Design instruction_fetch, sky130hd; sources not shown.
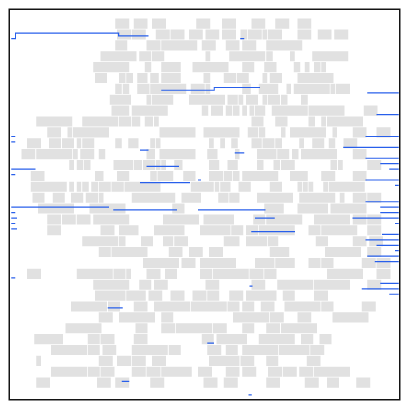
*The metal 3 layer, run 1*
Scale: 4 px per um.
42 nets have wire on it. The layer carries 310 um of wire. The longest straight run is 25.8 um. The wires run mostly horizontal.
global routing met3 resource utilization: 4.75%
routed via count: 2402
aggregate routed wire length: 7860 um

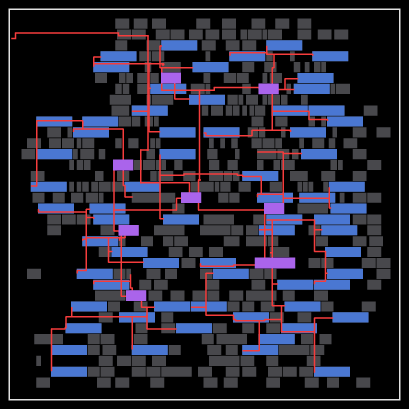
*Clock distribution, run 1*
Scale: 4 px per um.
Red shows clock wires, length 900 um. Purple shows clock drivers, count 9. Blue shows flip-flops, count 66.
There are 10 routed clock nets.
clock network power consumption: 856 uW
clk ins delay skew pair: 0.33 ns

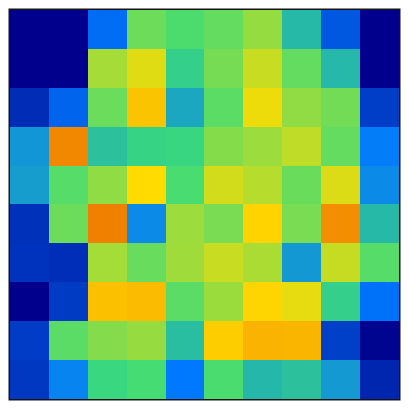
*Local utilization, run 1*
Scale: 4 px per um. The die is cut into 10 by 10 equal tiles; dark blue is low, red is high, 0 to 100% covered.
The emptiest ninth of the die: upper left. 12% of the tiles are over 75% full. The fullest tile reaches 85%. The mean over all tiles is 46%. 8.0% of the tiles are nearly empty.
starting density of the core: 35.4%
final core occ: 52.5%

==> metrics.csv, run 1 <==
stage;metric;value;unit
run_status;run status;finished clean;
synthesis;adder and majority cell fraction of the synthesized area;0.822;%
layout;Synth-to-Final Area Change;48.4;%
routing;routed length per instance;16.3;um
cts;count of H-tree levels built during CTS;3;
synthesis;mux contribution to synthesized area;1.69;%
layout;number of ordinary inverters in the final layout;4;
sta;hold slack;0.258;ns
layout;share of final-layout standard cells stronger than drive strength 1;11.7;%
synthesis;unique cell type count in the Yosys netlist;39;
sta;unrepaired setup endpoints after global routing;false;
floorplan;area inside the core boundary;8590;um2
pwr;power density cells;596;nW/um2
routing;First-pass DRT Iterations;4;
placement;Final GP Congestion;0.799;
global_route;gr usage total;17.7;%
synthesis;top cells, area;sky130_fd_sc_hd__dfrtp_1 54%, sky130_fd_sc_hd__a22o_1 9.2%, sky130_fd_sc_hd__nor4_4 5.6%, sky130_fd_sc_hd__xor2_1 5.5%, sky130_fd_sc_hd__nand2_1 3.6%;
pwr;Comb. pwr;619;uW
synthesis;syn_area_per_cell;12.1;um2
sta;Worst slew margin;67.7;%
pwr;Clock Power Share;31.8;%
synthesis;synthesized-area fraction occupied by xor and xnor cells;7.20;%
sta;fin crit period;2.22;ns
synthesis;proportion of synthesized chip area in sequential cells;54.3;%
floorplan;number of ports placed on the die boundary;110;
layout;comb. cell area;1330;um2
pwr;cell internal pwr;1.95;mW
layout;diode insertion count for antenna repair;0;
sta;final worst-path setup slack;0.488;ns
setup_path;largest fanout on the critical path;10;
layout;share of final layout cell area taken by non-clock buffers;26.1;%
run;OpenROAD warnings;26;
setup_path;type of destination of the critical path;register;
layout;Signal buffers;119;
placement;Cell Area, Placed;4310;um2
layout;Largest register FFs;32;
pwr;switching power as a share of total power;27.5;%
setup_path;startpoint kind of the worst setup timing path;primary input;
synthesis;share of the synthesized area in the top cell type;54.3;%
cts;TritonCTS clock tree;done;
pwr;sequential power;1.22;mW
cts;TritonCTS Sinks;66;
layout;Fill cells;793;
cts;post-CTS setup repair buffer count;0;
layout;Post-layout nets;417;
layout;relative area of clock buffers and inverters in the final design;4.52;%
global_route;total congestion overflow;0;
placement;Post-Place Cells;468;
synthesis;yosys stat cell total;251;
global_route;initial antenna violation count;0;
layout;fraction of area in multi-input gates;29.5;%
run;maxcap violations;0;
synthesis;summed standard-cell area reported by yosys;3040;um2
synthesis;mapped cell area;3040;um2
sta;Hold Vio Cnt, Final;0;
floorplan;Placement Rows;34;
pwr;combinational power share;23.0;%
global_route;pin count of the biggest net entering global routing;67;
routing;number of DRC violations after detailed routing;0;
global_route;number of global-route vias before repair;2464;
setup_path;critical-path cell with the highest stage delay;sky130_fd_sc_hd__clkdlybuf4s50_1;
sta;period utilization;82.0;%
layout;register share of the cell area;36.6;%
cts;register clock-pin slew on the reported worst setup and hold paths;0.07;ns
layout;Multi-Input Combinational;171;
pwr;sequential cell fraction of total power;45.2;%
setup_path;Critical Path Max Stage Delay;0.47;ns
layout;cell class with the largest area share;sequential cells;
synthesis;post-synthesis share of cell area spent on and, or, nand and nor gates;18.6;%
setup_path;classification of the worst setup path;in2reg;
routing;detailed-route vias per instance;4.97;
floorplan;die extent in x;97.2;um
synthesis;most frequently used flop master after synthesis;sky130_fd_sc_hd__dfrtp_1;
synthesis;library cell with the highest instance count after synthesis;sky130_fd_sc_hd__dfrtp_1;
synthesis;flops out of synthesis;66;
pwr;largest vdd supply drop;0.304;mV
cts;post-cts gate resize count;0;
cts;Bufs on Longest Clock Path;2;
placement;placed wire-length estimate;5810;um
synthesis;compound-cell area share of the yosys netlist;15.3;%
cts;Post-CTS Hold Buffers;0;
min_path;Min-Delay Path Class;in2async;
pwr;leakage dissipation;1.92;nW
synthesis;ranking of synthesized cells by instance count;66 x sky130_fd_sc_hd__dfrtp_1, 32 x sky130_fd_sc_hd__a22o_1, 29 x sky130_fd_sc_hd__nand2_1;
sta;Final Max-Slew Violation Tally;0;
synthesis;warning count from the yosys run;0;
cts;total clock buffers created by CTS;9;
placement;Placement Setup Slack;0.123;ns
floorplan;area of the die;9460;um2
sta;Finish-stage setup viols;0;
routing;Iter 0 DRT Violations;50;
sta;Fmax;0.450;GHz
==> run 1: placed cells by master (no fill, tap or decap), types with 2 or more instances in the layout <==
| master | count |
|---|---|
| sky130_fd_sc_hd__nor2_1 | 8 |
| sky130_fd_sc_hd__a22o_1 | 32 |
| sky130_fd_sc_hd__buf_4 | 9 |
| sky130_fd_sc_hd__o211ai_1 | 3 |
| sky130_fd_sc_hd__o21ai_0 | 15 |
| sky130_fd_sc_hd__nand3_1 | 7 |
| sky130_fd_sc_hd__xnor2_1 | 6 |
| sky130_fd_sc_hd__ha_1 | 2 |
| sky130_fd_sc_hd__nor4_1 | 2 |
| sky130_fd_sc_hd__dfrtp_1 | 66 |
| sky130_fd_sc_hd__nand4_4 | 2 |
| sky130_fd_sc_hd__mux2_4 | 2 |
| sky130_fd_sc_hd__xor2_1 | 19 |
| sky130_fd_sc_hd__nor4_4 | 8 |
| sky130_fd_sc_hd__inv_1 | 3 |
| sky130_fd_sc_hd__nand4_1 | 2 |
| sky130_fd_sc_hd__clkdlybuf4s50_1 | 109 |
| sky130_fd_sc_hd__and4_1 | 5 |
| sky130_fd_sc_hd__nor3_1 | 8 |
| sky130_fd_sc_hd__clkbuf_8 | 12 |
| sky130_fd_sc_hd__and2_1 | 2 |
| sky130_fd_sc_hd__nand2_1 | 29 |
| sky130_fd_sc_hd__o2111ai_1 | 2 |
| sky130_fd_sc_hd__nor2_2 | 2 |
==> run 1: critical path: cells and delay by family <==
kind,cells,cell delay [ns]
mux,1,0.33
buf+inv,1,0.47
compound gates,1,0.17
simple gates,3,0.87
==> run 1: layer usage <==
layer	GRT usage, %	routed length [um]	vias to the layer above	part of all wire, %
li1	-	-	1165	-
met1	22.2	3420	1170	43
met2	27.5	4000	55	51
met3	4.75	309	12	3.9
met4	7.37	133	0	1.7
met5	-	0	-	0
==> run 2, diff against run 1 <==
--- a/config.mk
+++ b/config.mk
@@ -5,7 +5,7 @@
 export SDC_FILE = /design/constraint.sdc
 export NUM_CORES = 1
 export LEC_CHECK = 0
-export ABC_CLOCK_PERIOD_IN_PS = 2710
+export ABC_CLOCK_PERIOD_IN_PS = 1900
 export CAP_MARGIN = 40
 export CORE_MARGIN = 2
 export CORE_UTILIZATION = 35
==> constraint.sdc (replaced) <==
create_clock -name clk -period 1.9 [get_ports clk]
set_clock_uncertainty 0.2 [all_clocks]
set_input_delay 0.285 -clock clk [delete_from_list [all_inputs] [get_ports clk]]
set_output_delay 0.285 -clock clk [all_outputs]
set_load 0.01 [all_outputs]
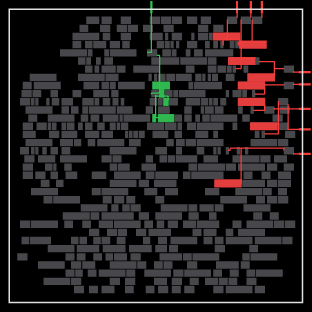
*Wires at chosen ports, followed through buffers, run 2*
Scale: 3 px per um.
Green shows stall, bits 1, direction input, edge top, end cells 5, wire 47.2 um. Red shows if_pc_plus1, bits 8, direction output, edge 5 right, 3 top, end cells 8, wire 169 um.
number of ports placed on the die boundary: 110
input/output buffers: 109

==> run 2 against run 1 <==
Non-clock buffer count grew 46. Register-to-register slack lost 0.58 ns. Wire length grew 3.2%. Worst hold slack lost 0.19 ns. Sequential power grew 38%. Sequential cell count is the same. Largest cell class unchanged. Largest power group unchanged.
==> metrics.csv, run 2 <==
stage;metric;value;unit;change
run_status;run status;finished clean;;
layout;most frequent logic cells in the routed design;76 x sky130_fd_sc_hd__clkdlybuf4s50_1, 63 x sky130_fd_sc_hd__dfrtp_1, 50 x sky130_fd_sc_hd__buf_4;;
synthesis;flops out of synthesis;66;;unchanged
sta;Worst slew margin;75.8;%;+8.2 points
pwr;sequential cell fraction of total power;41.1;%;-4.1 points
layout;Largest register FFs;32;;unchanged
synthesis;unique cell type count in the Yosys netlist;39;;unchanged
pwr;switching power as a share of total power;28.0;%;+0.52 points
synthesis;warning count from the yosys run;0;;unchanged
setup_path;classification of the worst setup path;in2reg;;
cts;TritonCTS Sinks;66;;unchanged
sta;unrepaired setup endpoints after global routing;true;;
pwr;leakage dissipation;2.35;nW;+22%
layout;Fill cells;759;;-4.3%
pwr;largest vdd supply drop;0.385;mV;+27%
global_route;number of global-route vias before repair;2664;;+8.1%
run;maxcap violations;0;;unchanged
floorplan;area inside the core boundary;8590;um2;unchanged
pwr;power density cells;814;nW/um2;+36%
layout;Post-layout nets;463;;+11%
setup_path;startpoint kind of the worst setup timing path;primary input;;
floorplan;area of the die;9460;um2;unchanged
pwr;cell internal pwr;2.94;mW;+51%
routing;First-pass DRT Iterations;4;;unchanged
pwr;Comb. pwr;1.11;mW;+79%
cts;total clock buffers created by CTS;9;;unchanged
routing;Iter 0 DRT Violations;92;;+84%
placement;placed wire-length estimate;5870;um;+1.0%
floorplan;Placement Rows;34;;unchanged
sta;hold slack;0.0640;ns;-0.194 ns
floorplan;starting density of the core;35.4;%;unchanged
placement;Post-Place Cells;513;;+9.6%
layout;Synth-to-Final Area Change;64.8;%;
synthesis;library cell with the highest instance count after synthesis;sky130_fd_sc_hd__dfrtp_1;;
pwr;Clock Power Share;31.6;%;-0.2 points
synthesis;proportion of synthesized chip area in sequential cells;54.3;%;unchanged
sta;fin crit period;1.86;ns;
synthesis;ranking of synthesized cells by instance count;66 x sky130_fd_sc_hd__dfrtp_1, 32 x sky130_fd_sc_hd__a22o_1, 29 x sky130_fd_sc_hd__nand2_1;;
routing;routed length per instance;15.3;um;-6.1%
pwr;clock network power consumption;1.29;mW;+51%
synthesis;share of the synthesized area in the top cell type;54.3;%;unchanged
cts;register clock-pin slew on the reported worst setup and hold paths;0.08;ns;about the same
synthesis;top cells, area;sky130_fd_sc_hd__dfrtp_1 54%, sky130_fd_sc_hd__a22o_1 9.2%, sky130_fd_sc_hd__nor4_4 5.6%, sky130_fd_sc_hd__xor2_1 5.5%, sky130_fd_sc_hd__nand2_1 3.6%;;
synthesis;yosys stat cell total;251;;unchanged
placement;Cell Area, Placed;4670;um2;+8.2%
run;OpenROAD warnings;27;;+3.8%
floorplan;die extent in x;97.2;um;unchanged
global_route;pin count of the biggest net entering global routing;67;;unchanged
synthesis;post-synthesis share of cell area spent on and, or, nand and nor gates;18.6;%;unchanged
setup_path;type of destination of the critical path;register;;
synthesis;compound-cell area share of the yosys netlist;15.3;%;unchanged
routing;aggregate routed wire length;8110;um;+3.2%
global_route;initial antenna violation count;1;;+1
sta;Hold Vio Cnt, Final;0;;unchanged
sta;Final Max-Slew Violation Tally;0;;unchanged
cts;Post-CTS Hold Buffers;0;;unchanged
cts;TritonCTS clock tree;done;;
routing;number of DRC violations after detailed routing;0;;unchanged
setup_path;largest fanout on the critical path;6;;-4
routing;detailed-route vias per instance;4.85;;-2.5%
==> run 2: cell counts after synthesis <==
Identical to the previous run, type by type.
==> run 2: layout make-up <==
cell class | instances | area (um2) | area share [%]
Timing Repair Buffer | 165 | 1570 | 31.3
Sequential cell | 66 | 1660 | 33.0
Antenna cell | 1 | 2.50 | 0.0499
Clock buffer | 9 | 124 | 2.47
Tap cell | 108 | 135 | 2.69
Inverter | 4 | 18.8 | 0.374
Multi-Input combinational cell | 171 | 1420 | 28.2
Clock inverter | 7 | 93.8 | 1.87
==> run 2: routing by layer <==
layer  GRT usage (%)  part of all wire, %  routed length [um]  vias up
met5               -                    0                   0        -
met4            7.69                  1.7                 137        0
met3            4.17                  4.6                 370       10
met2            27.9                   49                4010       66
met1            23.2                   44                3600     1236
li1                -                    -                   -     1262
==> run 2: worst max-delay path, cell delays in order <==
cell,delay (ns)
sky130_fd_sc_hd__clkdlybuf4s50_1,0.46
sky130_fd_sc_hd__nor4_4,0.24
sky130_fd_sc_hd__nand4_4,0.18
sky130_fd_sc_hd__o21ai_4,0.31
sky130_fd_sc_hd__nor2_1,0.10
sky130_fd_sc_hd__mux2_4,0.30
==> run 2: per-stage QoR <==
step	worst slack, ns	setup TNS [ns]	power, mW	utilization (%)
after detailed placement	-0.452	-24.78	2.81	54.3
after floorplan	0.0130	0	2.10	-
after global routing	-0.0189	-0.0273	4.31	58.4
final	0.0407	0	4.08	58.4
after CTS	0.00860	0	4.11	57.0
after global placement	-0.435	-24.20	2.80	54.3
==> run 2: timing repair <==
item / in CTS / in global routing
pin swaps: 11 / 16
resized: 25 / 38
setup buffers: 1 / 0
endpoints found under the setup margin: 55 / 67
Power and IR drop assume default switching activity.
